`config.mk`:
```
export PLATFORM = sky130hd
export DESIGN_NAME = bus_sequencer_flat
export DESIGN_NICKNAME = d
export VERILOG_FILES = /design/src/rtl/bus_map_pkg.sv /design/src/rtl/bus_sequencer_if.sv /design/src/rtl/io_decode.sv /design/src/rtl/bus_sequencer.sv /design/src/flat_wrapper.sv
export SDC_FILE = /design/constraint.sdc
export NUM_CORES = 1
export LEC_CHECK = 0
export ABC_AREA = 1
export CAP_MARGIN = 30
export CORE_ASPECT_RATIO = 0.6
export CORE_MARGIN = 4
export CORE_UTILIZATION = 25
export DETAILED_ROUTE_END_ITERATION = 8
export GPL_TIMING_DRIVEN = 1
export PLACE_DENSITY = 0.52
export SLEW_MARGIN = 20
export SYNTH_ARGS = -nofsm -noshare
export SYNTH_HDL_FRONTEND = slang
export SYNTH_SLANG_ARGS = --single-unit
export TNS_END_PERCENT = 20
```
`constraint.sdc`:
```
create_clock -name clock -period 1.3 [get_ports clock]
set_clock_uncertainty 0.2 [all_clocks]
set_input_delay 0.26 -clock clock [delete_from_list [all_inputs] [get_ports clock]]
set_output_delay 0.26 -clock clock [all_outputs]
set_load 0.02 [all_outputs]
```
`src/rtl/bus_map_pkg.sv`:
```
// Address map and device types for the bifrost 6502 bus: I/O page, slot
// encodings inside that page, and which devices need a stretched PHI2.
package bus_map_pkg;

   localparam logic [7:0] IO_PAGE_DEFAULT = 8'hDE;

   localparam logic [2:0] SLOT_VIA1 = 3'd0;
   localparam logic [2:0] SLOT_VIA2 = 3'd1;
   localparam logic [2:0] SLOT_UART = 3'd2;
   localparam logic [2:0] SLOT_SID  = 3'd3;

   typedef enum logic [2:0] {
      DEV_NONE,
      DEV_RAM,
      DEV_VIA1,
      DEV_VIA2,
      DEV_UART,
      DEV_SID
   } dev_t;

   // Sequencer state: CPU held in reset while PHI2 warms up, then running.
   typedef enum logic [0:0] {
      SEQ_HOLD,
      SEQ_RUN
   } seq_state_t;

   function automatic logic is_slow(input dev_t dev);
      return (dev == DEV_UART) || (dev == DEV_SID);
   endfunction

endpackage

```
`src/rtl/bus_sequencer_if.sv`:
```
// 6502-side bus of the glue FPGA: the address bus observed from the CPU, and
// PHI2, reset, bus enable and the chip selects driven back to the board.
interface bus_sequencer_if;

   logic [15:0] addr;
   logic        clockout;
   logic        reset6502;
   logic        busen;
   logic        ram_cs;
   logic        via1_cs;
   logic        via2_cs;
   logic        uart_cs;
   logic        sid_cs;
   logic        slow_cycle;

   modport master (
      input  addr,
      output clockout, reset6502, busen,
      output ram_cs, via1_cs, via2_cs, uart_cs, sid_cs,
      output slow_cycle
   );

   modport slave (
      output addr,
      input  clockout, reset6502, busen,
      input  ram_cs, via1_cs, via2_cs, uart_cs, sid_cs,
      input  slow_cycle
   );

endinterface

```
`src/rtl/io_decode.sv`:
```
// Combinational 6502 address decoder: maps an address to the device it selects.
// Shared by the bus sequencer and future bus monitors.
module io_decode
   import bus_map_pkg::*;
#(
   parameter logic [7:0] IO_PAGE = IO_PAGE_DEFAULT
) (
   // addr[4:0] select registers inside a device, never the device itself.
   input  logic [15:5] addr,
   output dev_t        dev
);

   // NOTE: every output of an always_comb gets a default first, so no path
   // through the block leaves it unassigned and infers a latch.
   always_comb begin
      dev = DEV_RAM;
      if (addr[15:8] == IO_PAGE) begin
         case (addr[7:5])
            SLOT_VIA1: dev = DEV_VIA1;
            SLOT_VIA2: dev = DEV_VIA2;
            SLOT_UART: dev = DEV_UART;
            SLOT_SID:  dev = DEV_SID;
            default:   dev = DEV_NONE;
         endcase
      end
   end

endmodule

```
`src/rtl/bus_sequencer.sv`:
```
// PHI2 generator, 6502 reset sequencer and chip-select decoder for the bifrost
// glue FPGA. UART/SID accesses get a stretched PHI2 high phase.
module bus_sequencer
   import bus_map_pkg::*;
#(
   parameter int         LOW_CLOCKS   = 4,
   parameter int         HIGH_CLOCKS  = 4,
   parameter int         SLOW_EXTRA   = 4,
   parameter int         RESET_CYCLES = 8,
   parameter logic [7:0] IO_PAGE      = IO_PAGE_DEFAULT
) (
   input logic             clock,
   input logic             reset_n,
   bus_sequencer_if.master bus
);

   localparam int PH_W  = $clog2(LOW_CLOCKS + HIGH_CLOCKS + SLOW_EXTRA);
   localparam int RST_W = $clog2(RESET_CYCLES + 1);

   localparam logic [PH_W-1:0]  PH_SAMPLE    = PH_W'(LOW_CLOCKS - 2);
   localparam logic [PH_W-1:0]  PH_RISE      = PH_W'(LOW_CLOCKS);
   localparam logic [PH_W-1:0]  PH_LAST_NORM = PH_W'(LOW_CLOCKS + HIGH_CLOCKS - 1);
   localparam logic [PH_W-1:0]  PH_LAST_SLOW = PH_W'(LOW_CLOCKS + HIGH_CLOCKS + SLOW_EXTRA - 1);
   localparam logic [RST_W-1:0] RST_DONE     = RST_W'(RESET_CYCLES);

   seq_state_t       state, state_next;
   logic [PH_W-1:0]  ph, ph_next;
   logic [RST_W-1:0] rst_cnt, rst_cnt_next;
   dev_t             dev_dec, dev_q, dev_next;
   logic             slow_q, slow_next;
   logic             sample_pt;
   logic             phi_fall;

   io_decode #(
      .IO_PAGE (IO_PAGE)
   ) u_decode (
      .addr (bus.addr[15:5]),
      .dev  (dev_dec)
   );

   // The high-phase length of the current cycle follows the device latched at
   // its sample point, so a stretched cycle ends on PH_LAST_SLOW.
   assign sample_pt = (ph == PH_SAMPLE);
   assign phi_fall  = (ph == (slow_q ? PH_LAST_SLOW : PH_LAST_NORM));

   // NOTE: registers are updated with non-blocking assignments so every
   // flop samples the pre-edge values, independent of statement order.
   always_ff @(posedge clock) begin
      if (!reset_n) begin
         state   <= SEQ_HOLD;
         ph      <= '0;
         rst_cnt <= '0;
         dev_q   <= DEV_NONE;
         slow_q  <= 1'b0;
      end else begin
         state   <= state_next;
         ph      <= ph_next;
         rst_cnt <= rst_cnt_next;
         dev_q   <= dev_next;
         slow_q  <= slow_next;
      end
   end

   always_comb begin
      ph_next      = phi_fall ? '0 : ph + 1'b1;
      state_next   = state;
      rst_cnt_next = rst_cnt;
      dev_next     = dev_q;
      slow_next    = slow_q;

      // Selects drop together with PHI2; while the CPU is still held in reset
      // nothing is selected and nothing is stretched.
      if (phi_fall) begin
         dev_next  = DEV_NONE;
         slow_next = 1'b0;
      end else if (sample_pt && (state == SEQ_RUN)) begin
         dev_next  = dev_dec;
         slow_next = is_slow(dev_dec);
      end

      case (state)
         SEQ_HOLD: begin
            if (phi_fall) begin
               rst_cnt_next = rst_cnt + 1'b1;
               if (rst_cnt_next == RST_DONE) begin
                  state_next = SEQ_RUN;
               end
            end
         end
         SEQ_RUN: begin
            state_next = SEQ_RUN;
         end
         default: begin
            state_next = SEQ_HOLD;
         end
      endcase
   end

   assign bus.clockout   = (ph >= PH_RISE);
   assign bus.reset6502  = (state == SEQ_RUN);
   assign bus.busen      = (state == SEQ_RUN);
   assign bus.ram_cs     = (dev_q != DEV_RAM);
   assign bus.via1_cs    = (dev_q != DEV_VIA1);
   assign bus.via2_cs    = (dev_q != DEV_VIA2);
   assign bus.uart_cs    = (dev_q != DEV_UART);
   assign bus.sid_cs     = (dev_q != DEV_SID);
   assign bus.slow_cycle = slow_q;

endmodule
```
`src/flat_wrapper.sv`:
```
// flat-port wrapper written by rule: the top's interface ports become plain ports
module bus_sequencer_flat import bus_map_pkg::*;
#(
   parameter int         LOW_CLOCKS   = 4,
   parameter int         HIGH_CLOCKS  = 4,
   parameter int         SLOW_EXTRA   = 4,
   parameter int         RESET_CYCLES = 8,
   parameter logic [7:0] IO_PAGE      = IO_PAGE_DEFAULT
)
  (clock, reset_n, bus_addr, bus_clockout, bus_reset6502, bus_busen, bus_ram_cs, bus_via1_cs, bus_via2_cs, bus_uart_cs, bus_sid_cs, bus_slow_cycle);
  bus_sequencer_if bus_i ();
  input logic clock;
  input logic reset_n;
  input wire logic [$bits(bus_i.addr)-1:0] bus_addr;
  output wire logic [$bits(bus_i.clockout)-1:0] bus_clockout;
  output wire logic [$bits(bus_i.reset6502)-1:0] bus_reset6502;
  output wire logic [$bits(bus_i.busen)-1:0] bus_busen;
  output wire logic [$bits(bus_i.ram_cs)-1:0] bus_ram_cs;
  output wire logic [$bits(bus_i.via1_cs)-1:0] bus_via1_cs;
  output wire logic [$bits(bus_i.via2_cs)-1:0] bus_via2_cs;
  output wire logic [$bits(bus_i.uart_cs)-1:0] bus_uart_cs;
  output wire logic [$bits(bus_i.sid_cs)-1:0] bus_sid_cs;
  output wire logic [$bits(bus_i.slow_cycle)-1:0] bus_slow_cycle;
  assign bus_i.addr = bus_addr;
  assign bus_clockout = bus_i.clockout;
  assign bus_reset6502 = bus_i.reset6502;
  assign bus_busen = bus_i.busen;
  assign bus_ram_cs = bus_i.ram_cs;
  assign bus_via1_cs = bus_i.via1_cs;
  assign bus_via2_cs = bus_i.via2_cs;
  assign bus_uart_cs = bus_i.uart_cs;
  assign bus_sid_cs = bus_i.sid_cs;
  assign bus_slow_cycle = bus_i.slow_cycle;
  bus_sequencer #(.LOW_CLOCKS(LOW_CLOCKS), .HIGH_CLOCKS(HIGH_CLOCKS), .SLOW_EXTRA(SLOW_EXTRA), .RESET_CYCLES(RESET_CYCLES), .IO_PAGE(IO_PAGE)) u_core (.clock(clock), .reset_n(reset_n), .bus(bus_i));
endmodule
```
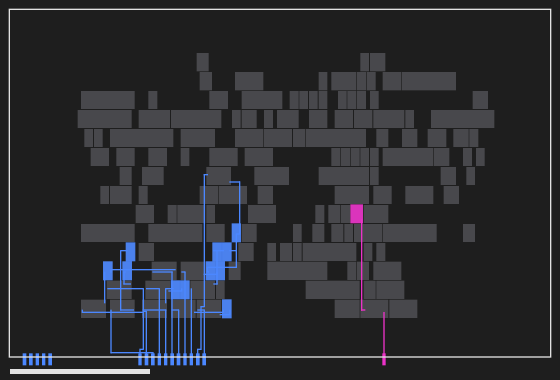
run_1/io_fan.png
Scale bar: 20 µm.
[`bus_via2_cs`] magenta | bits: 1 | direction: output | end cells: 1 | buffers: 1 | wire: 19.3 µm
[`bus_addr`] blue | bits: 16 | direction: input | end cells: 11 | buffers: 11 | wire: 209 µm

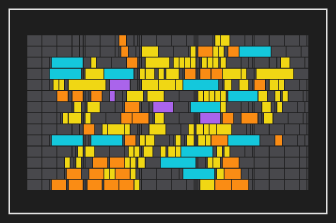
run_1/placement_by_type.png
Fill, decap, tap and diode cells in grey.
[clock drivers and dummy loads] purple | cells: 4 | share of their area: 3.8%
[other buffers and delay cells] orange | cells: 35 | share of their area: 26%
[flops] cyan | cells: 13 | share of their area: 24%
[combinational and other logic] yellow | cells: 93 | share of their area: 46%

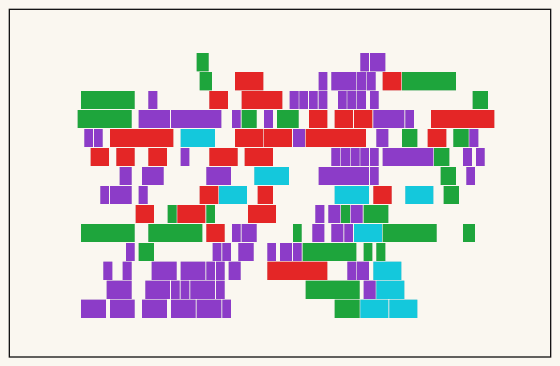
run_1/sizes.png
[_6 and larger] cyan | cells: 10
[_0 and _1 cells] purple | cells: 81
[_2 cells] green | cells: 28
[_3 and _4 cells] red | cells: 26

==> run summary, run 1 <==
WHS Path Cells -> 2
static leakage -> 0.545 nW
Cell Area, Placed -> 0.00106 mm²
largest power group -> sequential cells
launch point of the worst reg-to-reg path -> u_core.ph[0]
Reg2Reg Depth -> 6
hold path start -> u_core.dev_q[1]
Critical Path End Type -> output pin
CTS tree -> yes
DR WL/cell -> 10.5 µm
R2R Setup Slk -> -40 ps
Global Route met1 Usage -> 10.7%
Distinct lib cells used -> 15
violated checks -> setup timing
Pwr Density -> 740 mW/mm²
Vert. Die Dim -> 49.6 µm
CLK BUF -> 4
Yosys reg bits -> 13
ao+oa area frac -> 4.68%
Hold Slack -> 300 ps
final hold violation count -> 0
syn_area_per_cell -> 6.75 µm²
non-clk buf share -> 25.5%
Cell Area, Synth -> 722 µm²
H-tree depth -> 1
Adder Share, Synth -> 6.93%
Post-CTS Hold Fix Bufs -> 0
Final clock-cell share -> 3.69%
Max FO, Critical Path -> 4
DRC violations left -> 0
Synth Instances -> 107
met3 Use GR -> 3.45%
CTS sink cnt -> 13
status -> finished, violations left
setup bufs post-CTS -> 0
FILL cells -> 266
WL met1 -> 857 µm
Storage cell area -> 278 µm²
Die Size -> 0.00384 mm²
Switching Fraction -> 22.9%
tool warnings -> 35
nets -> 168
clock share of power -> 40.4%
largest area contributor in the netlist -> dfxtp_1
Seq share, synth -> 36.0%
Comb power -> 122 µW
async set or reset register ratio after synthesis -> 0%
logic area -> 468 µm²
fin worst setup slack -> -38.8 ps
CP delay by family, top -> flip-flops
Hold WC Path Type -> reg -> reg
met2 Use GR -> 15.3%
clock slew at reported path FFs -> 60 ps
pre-CTS setup slack -> -303 ps
crit path DRT -> 840 ps
Worst path max stage delay -> 340 ps
CTS buffer count -> 3
initial antenna violation count -> 0
crit path capture -> bus_uart_cs
final wirelength -> 1850 µm
Synth mux share -> 0%
synthesized net count -> 129
grt ovf -> 0
count leader, synth -> nand2_1
worst vdd ir -> 334 µV
CP Cell Sequence -> inv_2 -> nand3_1 -> buf_6
WP depth -> 3
endpoints failing setup -> 9
FP Rows -> 14
total global-route track usage -> 9.18%
Top cells excl fill/tap -> nand2_1 (21), inv_1 (13), nor2_1 (13), buf_4 (13), clkdlybuf4s50_1 (12)
largest net degree at the start of global routing -> 9
GP Congestion -> 0.711
simple share -> 38.5%
Crit-path slowest cell -> dfxtp_2
placed cell count -> 171
inverters -> 20
CP startpoint kind -> flip-flop
run_1/wires.png
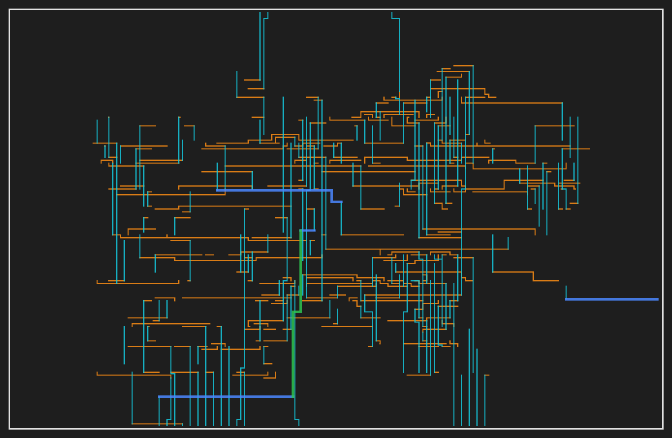

==> inputs of run 2 (changes only) <==
--- a/config.mk
+++ b/config.mk
@@ -12,7 +12,8 @@
 export CORE_UTILIZATION = 25
 export DETAILED_ROUTE_END_ITERATION = 8
 export GPL_TIMING_DRIVEN = 1
-export PLACE_DENSITY = 0.52
+export PLACE_DENSITY = 0.5
+export SKIP_LAST_GASP = 1
 export SLEW_MARGIN = 20
 export SYNTH_ARGS = -nofsm -noshare
 export SYNTH_HDL_FRONTEND = slang
==> constraint.sdc (replaced) <==
create_clock -name clock -period 1.48 [get_ports clock]
set_clock_uncertainty 0.2 [all_clocks]
set_input_delay 0.296 -clock clock [delete_from_list [all_inputs] [get_ports clock]]
set_output_delay 0.296 -clock clock [all_outputs]
set_load 0.02 [all_outputs]
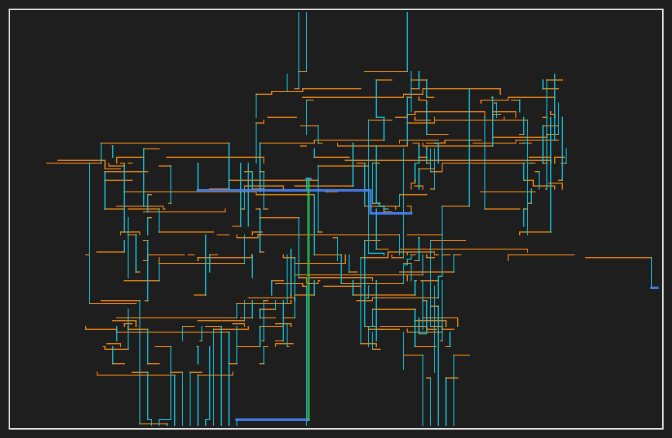
run_2/wires.png
[metal 4] green | wire length: 28.6 µm
[metal 3] blue | wire length: 37.5 µm
[metal 1] orange | wire length: 819 µm
[metal 2] cyan | wire length: 769 µm

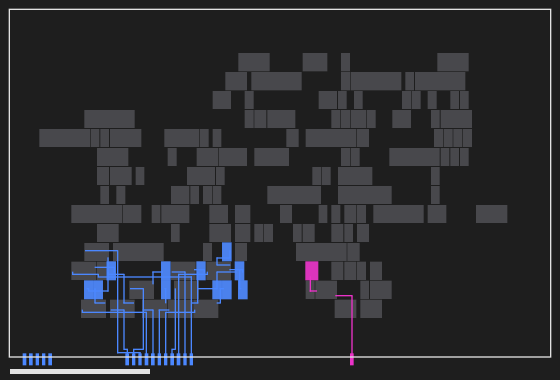
run_2/io_fan.png
Scale bar: 20 µm.
[`bus_via2_cs`] magenta | bits: 1 | direction: output | end cells: 1 | buffers: 1 | wire: 13.6 µm
[`bus_addr`] blue | bits: 16 | direction: input | end cells: 11 | buffers: 11 | wire: 210 µm

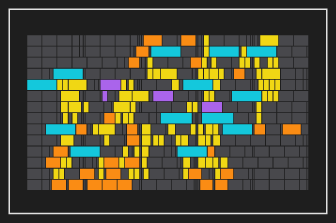
run_2/placement_by_type.png
Fill, decap, tap and diode cells in grey.
[clock drivers and dummy loads] purple | cells: 4 | share of their area: 4.4%
[flops] cyan | cells: 13 | share of their area: 26%
[other buffers and delay cells] orange | cells: 28 | share of their area: 25%
[combinational and other logic] yellow | cells: 93 | share of their area: 45%

==> run 2 against run 1 <==
Net effect:
- cell area fell by 13%
- sequential power fell by 12%
- combinational power fell by about 30%
- global-route usage rose by 0.074 points
- the run still ends with setup timing left
- via count fell by 3.5%
- synthesized cell count did not move
- sequential share of layout area rose by 2.1 points
- critical path depth did not move
- critical endpoint is now bus_via1_cs
- wire length fell by 11%
==> run summary, run 2 <==
status -> finished, violations left (unchanged)
violated checks -> setup timing (unchanged)
launch point of the worst reg-to-reg path -> u_core.ph[0] (unchanged)
setup bufs post-CTS -> 0 (unchanged)
CTS buffer count -> 3 (unchanged)
initial antenna violation count -> 0 (unchanged)
count leader, synth -> nand2_1 (unchanged)
Reg2Reg Depth -> 4 (was 6)
met3 Use GR -> 2.73% (was 3.45%)
Adder Share, Synth -> 6.93% (unchanged)
clock slew at reported path FFs -> 60 ps (about the same)
R2R Setup Slk -> 70 ps (was -40 ps)
crit path DRT -> 980 ps (was 840 ps)
async set or reset register ratio after synthesis -> 0% (unchanged)
largest net degree at the start of global routing -> 9 (unchanged)
synthesized net count -> 129 (unchanged)
Seq share, synth -> 36.0% (unchanged)
Storage cell area -> 263 µm² (was 278 µm²)
crit path capture -> bus_via1_cs (was bus_uart_cs)
Switching Fraction -> 22.3% (was 22.9%)
DR WL/cell -> 9.72 µm (was 10.5 µm)
final wirelength -> 1650 µm (was 1850 µm)
syn_area_per_cell -> 6.75 µm² (unchanged)
Post-CTS Hold Fix Bufs -> 0 (unchanged)
grt ovf -> 0 (unchanged)
FP Rows -> 14 (unchanged)
Crit-path slowest cell -> dfxtp_1 (was dfxtp_2)
Yosys reg bits -> 13 (unchanged)
logic area -> 379 µm² (was 468 µm²)
Hold Slack -> 261 ps (was 300 ps)
tool warnings -> 35 (unchanged)
WL met1 -> 819 µm (was 857 µm)
endpoints failing setup -> 5 (was 9)
worst vdd ir -> 438 µV (was 334 µV)
WP depth -> 3 (unchanged)
Distinct lib cells used -> 15 (unchanged)
non-clk buf share -> 24.1% (was 25.5%)
Cell Area, Synth -> 722 µm² (unchanged)
fin worst setup slack -> -126 ps (was -38.8 ps)
GP Congestion -> 0.708 (was 0.711)
Synth mux share -> 0% (unchanged)
CTS sink cnt -> 13 (unchanged)
CP Cell Sequence -> inv_1 -> nand3_1 -> dlygate4sd2_1 (was inv_2 -> nand3_1 -> buf_6)
clock share of power -> 41.6% (was 40.4%)
Cell Area, Placed -> 0.00102 mm² (was 0.00106 mm²)
Vert. Die Dim -> 49.6 µm (unchanged)
H-tree depth -> 1 (unchanged)
CTS tree -> yes (unchanged)
ao+oa area frac -> 4.68% (unchanged)
No activity file was given, so power comes from the tool's default toggle rates.
